### Metal layers overlaid

Two of the layers only.
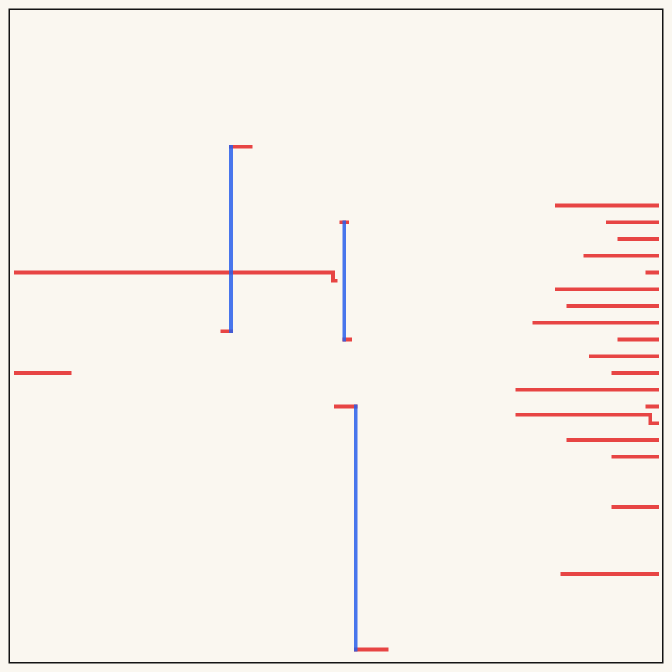
### Met3 routing

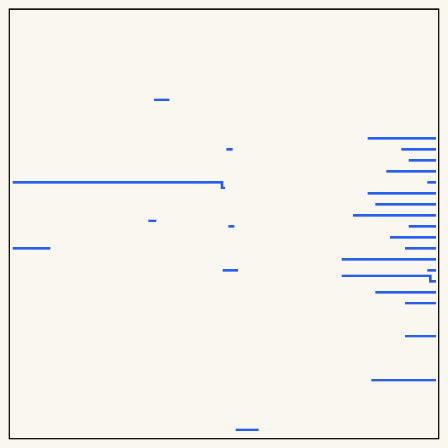
<file path="src/rtl/bcd_count_ctrl_if.sv">
// -----------------------------------------------------------------------------
// bcd_count_ctrl_if
//   Bundles the signals between the front panel / BCD counter side and the
//   measurement-sequencing controller.
//
//   start, stop, clear : single-cycle command pulses (debounced front panel)
//   bcd_in             : live BCD counter value, digit 0 in bits [3:0]
//   cnt_en, cnt_clr    : registered enable / synchronous clear to the counter
//   bcd_latched        : value captured at the end of a measurement
//   valid              : bcd_latched holds a completed measurement
//   overflow           : counter wrapped past all-nines in this measurement
//   running            : measurement in progress
//
//   master : front panel / counter / display side
//   slave  : the controller
// -----------------------------------------------------------------------------
interface bcd_count_ctrl_if #(
    parameter int N = 3
);
    logic           start;
    logic           stop;
    logic           clear;
    logic [4*N-1:0] bcd_in;
    logic           cnt_en;
    logic           cnt_clr;
    logic [4*N-1:0] bcd_latched;
    logic           valid;
    logic           overflow;
    logic           running;

    modport master (
        output start, stop, clear, bcd_in,
        input  cnt_en, cnt_clr, bcd_latched, valid, overflow, running
    );

    modport slave (
        input  start, stop, clear, bcd_in,
        output cnt_en, cnt_clr, bcd_latched, valid, overflow, running
    );
endinterface

</file>
<file path="src/rtl/bcd_count_ctrl.sv">
// -----------------------------------------------------------------------------
// bcd_count_ctrl
//   Measurement sequencer for an N-digit BCD counter. A prescaler produces one
//   count-enable tick every PRESCALE clocks while running; the measurement ends
//   on a stop pulse or after GATE_TICKS ticks (0 = free-run), the final BCD
//   value is latched and a sticky overflow flag records any wrap past
//   all-nines. A clear pulse aborts everything from any state.
//
//   Ports:
//     clk  : system clock, rising edge
//     rst  : asynchronous, active-low reset
//     bus  : bcd_count_ctrl_if.slave (commands, counter value, all outputs)
//
//   All outputs come straight from flops.
// -----------------------------------------------------------------------------
module bcd_count_ctrl #(
    parameter int N          = 3,
    parameter int PRESCALE   = 10,
    parameter int GATE_TICKS = 0
) (
    input  logic             clk,
    input  logic             rst,
    bcd_count_ctrl_if.slave  bus
);

    localparam int               W         = 4 * N;
    localparam int               PC_W      = $clog2(PRESCALE);
    localparam logic [PC_W-1:0]  PC_LAST   = PC_W'(PRESCALE - 1);
    localparam logic [W-1:0]     ALL_NINES = {N{4'h9}};
    localparam logic [31:0]      GATE_LAST = 32'(GATE_TICKS - 1);

    typedef enum logic [2:0] {
        S_IDLE,
        S_CLEAR,
        S_RUN,
        S_LATCH,
        S_HOLD
    } state_t;

    state_t          state_q, state_d;
    logic [PC_W-1:0] pc_q, pc_d;
    logic [31:0]     tick_q, tick_d;
    logic            cnt_en_q, cnt_en_d;
    logic            cnt_clr_q, cnt_clr_d;
    logic            valid_q, valid_d;
    logic            overflow_q, overflow_d;
    logic            running_q, running_d;
    logic [W-1:0]    bcd_latched_q, bcd_latched_d;

    logic            pc_wrap;
    logic            gate_done;

    always_comb begin
        // NOTE: every variable gets a default before any branch, so no path
        // leaves one unassigned and no latch is inferred.
        state_d       = state_q;
        pc_d          = pc_q;
        tick_d        = tick_q;
        cnt_en_d      = 1'b0;
        cnt_clr_d     = 1'b0;
        valid_d       = valid_q;
        overflow_d    = overflow_q;
        bcd_latched_d = bcd_latched_q;
        running_d     = 1'b0;

        pc_wrap   = (pc_q == PC_LAST);
        // cnt_en_q is the enable the counter is consuming this cycle, so tick_q
        // still counts the enables before it.
        gate_done = (GATE_TICKS > 0) && cnt_en_q && (tick_q == GATE_LAST);

        if (bus.clear) begin
            state_d       = S_IDLE;
            cnt_clr_d     = 1'b1;
            valid_d       = 1'b0;
            overflow_d    = 1'b0;
            bcd_latched_d = '0;
            pc_d          = '0;
            tick_d        = '0;
        end else begin
            case (state_q)
                S_IDLE: begin
                    if (bus.start) state_d = S_CLEAR;
                end
                S_CLEAR: begin
                    state_d = S_RUN;
                end
                S_RUN: begin
                    // Account for the enable being consumed now, even on the
                    // cycle that stops the measurement.
                    if (cnt_en_q) begin
                        if (tick_q != '1) tick_d = tick_q + 32'd1;
                        if (bus.bcd_in == ALL_NINES) overflow_d = 1'b1;
                    end
                    pc_d = pc_wrap ? '0 : pc_q + PC_W'(1);
                    if (bus.stop || gate_done) begin
                        state_d = S_LATCH;
                    end else if (pc_wrap) begin
                        cnt_en_d = 1'b1;
                    end
                end
                S_LATCH: begin
                    // bcd_in already includes the final enable here.
                    bcd_latched_d = bus.bcd_in;
                    valid_d       = 1'b1;
                    state_d       = S_HOLD;
                end
                S_HOLD: begin
                    if (bus.start) state_d = S_CLEAR;
                end
                default: begin
                    state_d = S_IDLE;
                end
            endcase

            // Entering CLEAR: the registered outputs already show the cleared
            // measurement during the CLEAR cycle itself.
            if (state_d == S_CLEAR) begin
                cnt_clr_d  = 1'b1;
                valid_d    = 1'b0;
                overflow_d = 1'b0;
                pc_d       = '0;
                tick_d     = '0;
            end
        end

        running_d = (state_d == S_RUN);
    end

    // NOTE: sequential state uses non-blocking assignments so every flop
    // samples the pre-edge values, independent of statement order.
    always_ff @(posedge clk or negedge rst) begin
        if (!rst) begin
            state_q       <= S_IDLE;
            pc_q          <= '0;
            tick_q        <= '0;
            cnt_en_q      <= 1'b0;
            cnt_clr_q     <= 1'b0;
            valid_q       <= 1'b0;
            overflow_q    <= 1'b0;
            running_q     <= 1'b0;
            bcd_latched_q <= '0;
        end else begin
            state_q       <= state_d;
            pc_q          <= pc_d;
            tick_q        <= tick_d;
            cnt_en_q      <= cnt_en_d;
            cnt_clr_q     <= cnt_clr_d;
            valid_q       <= valid_d;
            overflow_q    <= overflow_d;
            running_q     <= running_d;
            bcd_latched_q <= bcd_latched_d;
        end
    end

    assign bus.cnt_en      = cnt_en_q;
    assign bus.cnt_clr     = cnt_clr_q;
    assign bus.valid       = valid_q;
    assign bus.overflow    = overflow_q;
    assign bus.running     = running_q;
    assign bus.bcd_latched = bcd_latched_q;

endmodule

</file>
<file path="src/flat_wrapper.sv">
// flat-port wrapper written by rule: the top's interface ports become plain ports
module bcd_count_ctrl_flat 
#(
    parameter int N          = 3,
    parameter int PRESCALE   = 10,
    parameter int GATE_TICKS = 0
)
  (clk, rst, bus_start, bus_stop, bus_clear, bus_bcd_in, bus_cnt_en, bus_cnt_clr, bus_bcd_latched, bus_valid, bus_overflow, bus_running);
  bcd_count_ctrl_if #(.N(N)) bus_i ();
  input  logic clk;
  input  logic rst;
  input wire logic [$bits(bus_i.start)-1:0] bus_start;
  input wire logic [$bits(bus_i.stop)-1:0] bus_stop;
  input wire logic [$bits(bus_i.clear)-1:0] bus_clear;
  input wire logic [$bits(bus_i.bcd_in)-1:0] bus_bcd_in;
  output wire logic [$bits(bus_i.cnt_en)-1:0] bus_cnt_en;
  output wire logic [$bits(bus_i.cnt_clr)-1:0] bus_cnt_clr;
  output wire logic [$bits(bus_i.bcd_latched)-1:0] bus_bcd_latched;
  output wire logic [$bits(bus_i.valid)-1:0] bus_valid;
  output wire logic [$bits(bus_i.overflow)-1:0] bus_overflow;
  output wire logic [$bits(bus_i.running)-1:0] bus_running;
  assign bus_i.start = bus_start;
  assign bus_i.stop = bus_stop;
  assign bus_i.clear = bus_clear;
  assign bus_i.bcd_in = bus_bcd_in;
  assign bus_cnt_en = bus_i.cnt_en;
  assign bus_cnt_clr = bus_i.cnt_clr;
  assign bus_bcd_latched = bus_i.bcd_latched;
  assign bus_valid = bus_i.valid;
  assign bus_overflow = bus_i.overflow;
  assign bus_running = bus_i.running;
  bcd_count_ctrl #(.N(N), .PRESCALE(PRESCALE), .GATE_TICKS(GATE_TICKS)) u_core (.clk(clk), .rst(rst), .bus(bus_i));
endmodule
</file>
<file path="config.mk">
export PLATFORM = sky130hd
export DESIGN_NAME = bcd_count_ctrl_flat
export DESIGN_NICKNAME = d
export VERILOG_FILES = /design/src/rtl/bcd_count_ctrl_if.sv /design/src/rtl/bcd_count_ctrl.sv /design/src/flat_wrapper.sv
export SDC_FILE = /design/constraint.sdc
export NUM_CORES = 1
export LEC_CHECK = 0
export ABC_CLOCK_PERIOD_IN_PS = 2040
export CAP_MARGIN = 40
export CORE_MARGIN = 2
export CORE_UTILIZATION = 44
export DETAILED_ROUTE_END_ITERATION = 7
export PLACE_DENSITY = 0.87
export SLEW_MARGIN = 40
export SYNTH_ARGS = -nofsm -noshare
export SYNTH_HDL_FRONTEND = slang
export SYNTH_SLANG_ARGS = --single-unit
</file>
<file path="constraint.sdc">
create_clock -name clk -period 2.04 [get_ports clk]
set_input_delay 0.306 -clock clk [delete_from_list [all_inputs] [get_ports clk]]
set_output_delay 0.306 -clock clk [all_outputs]
set_load 0.1 [all_outputs]
</file>
==> impl_metrics.json <==
{
  "status": "completed",
  "antenna-diode-count": 0,
  "antenna_violations_before_repair": 0,
  "ys_chip_area_sq_mm": 0.00105,
  "worst_setup_path_start_kind": "flip-flop",
  "grt_resource_usage_total": 0.177,
  "fin_tns_setup_ns": 0,
  "grt_first_pass_wirelength_mm": 3.62,
  "synth-cells-yosys": 90,
  "fraction_of_layout_cells_with_a_size_suffix_above_1": 0.222,
  "io_buffer_count": 33,
  "grt_max_degree": 25,
  "dr.max_layer_used": "met4",
  "asyncSetResetFlopFracSynth": 1.00,
  "synth_top_flop_cell": "dfrtp_1",
  "placeable_core_region_sq_mm": 0.00223,
  "wl_per_cell_microns": 15.0,
  "timing_worst_slew_pin_value_ns": 0.484,
  "clock_tree.htree_level_count": 1,
  "grt_overflow_total": 0,
  "clockBufferDepth": 2,
  "maximum_capacitance_violations": 0,
  "post_synthesis_cell_type_with_the_largest_combined_area": "dfrtp_1",
  "ys_top_cells_by_count": "24 x dfrtp_1, 13 x a22o_1, 5 x a21oi_1, 5 x nand2_1, 5 x nor3_1",
  "r2r_cells": 3,
  "design.die.area_sq_mm": 0.00280,
  "slew_headroom": 0.676,
  "drv_slew": 0,
  "post-cts-setup-buffer-count": 0,
  "drt_met1_wl_microns": 998,
  "cts.repair.resized": 0,
  "peak_supply_drop_mv": 0.329,
  "cts_root_buf": "clkbuf_4",
  "route.met3.wl_microns": 143,
  "clock_tree_sinks": 24,
  "log.warning_count": 27,
  "placementRows": 17,
  "fmaxAchievable_ghz": 0.566,
  "met2_wirelength_mm": 1.12,
  "io-pin-count": 34,
  "ctsHoldBuffers": 0,
  "areaGrowthSynthToFinish_pct": 34.6,
  "dr.first_iter.drc_count": 11,
  "remaining_drc_errors": 0,
  "floorplanUtilization": 0.472,
  "netlist-cell-type-count": 32,
  "min-delay-path-class": "input pin to asynchronous set/reset pin",
  "post_synth.cell_area_avg_sq_um": 11.7,
  "power_density_mw_per_mm2": 673,
  "final_period_minus_worst_setup_slack_ns": 1.77,
  "dieWidth_microns": 52.9,
  "report.final.hold_viol_count": 0,
  "worstSkewPairLatency_ns": 0.31,
  "post-synth-top-area-fraction": 0.570,
  "post_synth_tally_of_flip_flops_with_integrated_enable": 0,
  "finalClockPeriodUsage": 0.865,
  "synth.area.top_cells": "dfrtp_1 57%, a22o_1 11%, a21oi_1 2.4%",
  "ant_nets": 0,
  "cp-end-kind": "flip-flop",
  "yosys.cell_count.top_type": "dfrtp_1",
  "fin_worst_skew_ns": 0.00667,
  "dpl.hpwl_mm": 1.71,
  "tritoncts.num_buffers": 3,
  "worstSetupPathType": "flip-flop to flip-flop",
  "die_h_microns": 52.9,
  "finalWeightedCongestion": 0.712,
  "avgViaCountPerCell": 5.63,
  "yosysWarnings": 0,
  "finish.utilization": 0.635,
  "syn_nets": 109,
  "finalWirelength_mm": 2.31,
  "critical_path.max_fanout": 8,
  "via_total_after_detailed_routing": 867
}
About 'Metal layers overlaid':
layer	colour	wire length
met3	red	143 microns
met4	blue	44.2 microns

About 'Met3 routing':
share of all routed wire	6.2%
longest straight run	25.8 microns
nets with wire on the layer	23
main direction	horizontal

[cell families (layout without fill, tap and decap cells)]
kind of cell             Yosys count  count (layout)  synth area share
AND/OR/NAND/NOR                   31              31             0.186
flip-flops                        24              24             0.570
AND-OR/OR-AND                     22              22             0.158
buffers and inverters              9              45            0.0439
adder cells (fa/ha/maj)            2               2            0.0237
XOR/XNOR                           1               1           0.00832
multiplexers                       1               1           0.00950
[state kept, by name, indices dropped and copies added, names as in the netlist]
signal	cells
u_core.bus.bcd_latched	12
u_core.bus.cnt_clr	1
u_core.bus.cnt_en	1
u_core.bus.overflow	1
u_core.bus.running	1
u_core.bus.valid	1
u_core.pc_q	4
u_core.state_q	3
[cells in the final DEF (no fill, tap or decap), types with 2 or more instances in the layout]
cell type / synthesis / final
ha_1: 2 / 2
clkbuf_4: 0 / 3
a21oi_1: 5 / 5
nor3_1: 5 / 5
inv_1: 3 / 3
nand3_1: 2 / 2
dfrtp_1: 24 / 24
or4b_1: 2 / 2
clkdlybuf4s50_1: 0 / 16
nor2_1: 3 / 3
buf_4: 1 / 22
a22o_1: 13 / 13
or3_1: 2 / 2
nor3b_1: 2 / 2
nand2_1: 5 / 5
[worst paths after layout]
path,from,end,slack (ns)
worst min register to register,u_core.bus.valid,u_core.bus.valid,0.51
worst max register to register,u_core.state_q[2],u_core.pc_q[3],0.27
min in group clk,u_core.bus.valid,u_core.bus.valid,0.51
worst min-delay path,rst,u_core.bus.bcd_latched[4],0.34
max in group asynchronous,rst,u_core.pc_q[0],1.46
worst max-delay path,u_core.state_q[2],u_core.pc_q[3],0.27
[through the flow]
| stage | cell area (sq um) | setup WS, ns | total power, mW | hold slack [ns] | cells |
|---|---|---|---|---|---|
| detailed placement | 1380 | 0.263 | 0.718 | 0.482 | 150 |
| finish | 1420 | 0.274 | 0.954 | 0.341 | 154 |
| global route | 1420 | 0.190 | 0.996 | 0.359 | 154 |
| CTS | 1420 | 0.277 | 0.964 | 0.344 | 154 |
| global placement | 1380 | 0.300 | 0.712 | 0.474 | 150 |
| floorplan | 1050 | 0.337 | 0.643 | 0.0104 | 90 |
[where the power goes]
group	switching [mW]	internal (mW)	total (mW)
logic	0.137	0.0719	0.209
registers	0.00923	0.491	0.501
clock network	0.136	0.109	0.245
[critical path, stage by stage (launching register included)]
cell and delay, ns:
dfrtp_1 0.48, or3b_1 0.51, or4b_1 0.53, a31oi_1 0.17
[cell type report]
class,instances,area [sq um]
sequential,24,601
timing repair buffer,38,325
fill,177,816
tap,28,35.0
clock buffer,4,36.3
inverter,3,11.3
multi-input combinational,57,409
[per-layer routing]
metal,up-vias,GRT usage
met3,6,0.0339
met1,422,0.191
met4,0,0.103
li1,413,-
met2,26,0.319
met5,-,0
Power is estimated from default activity; no workload was simulated.
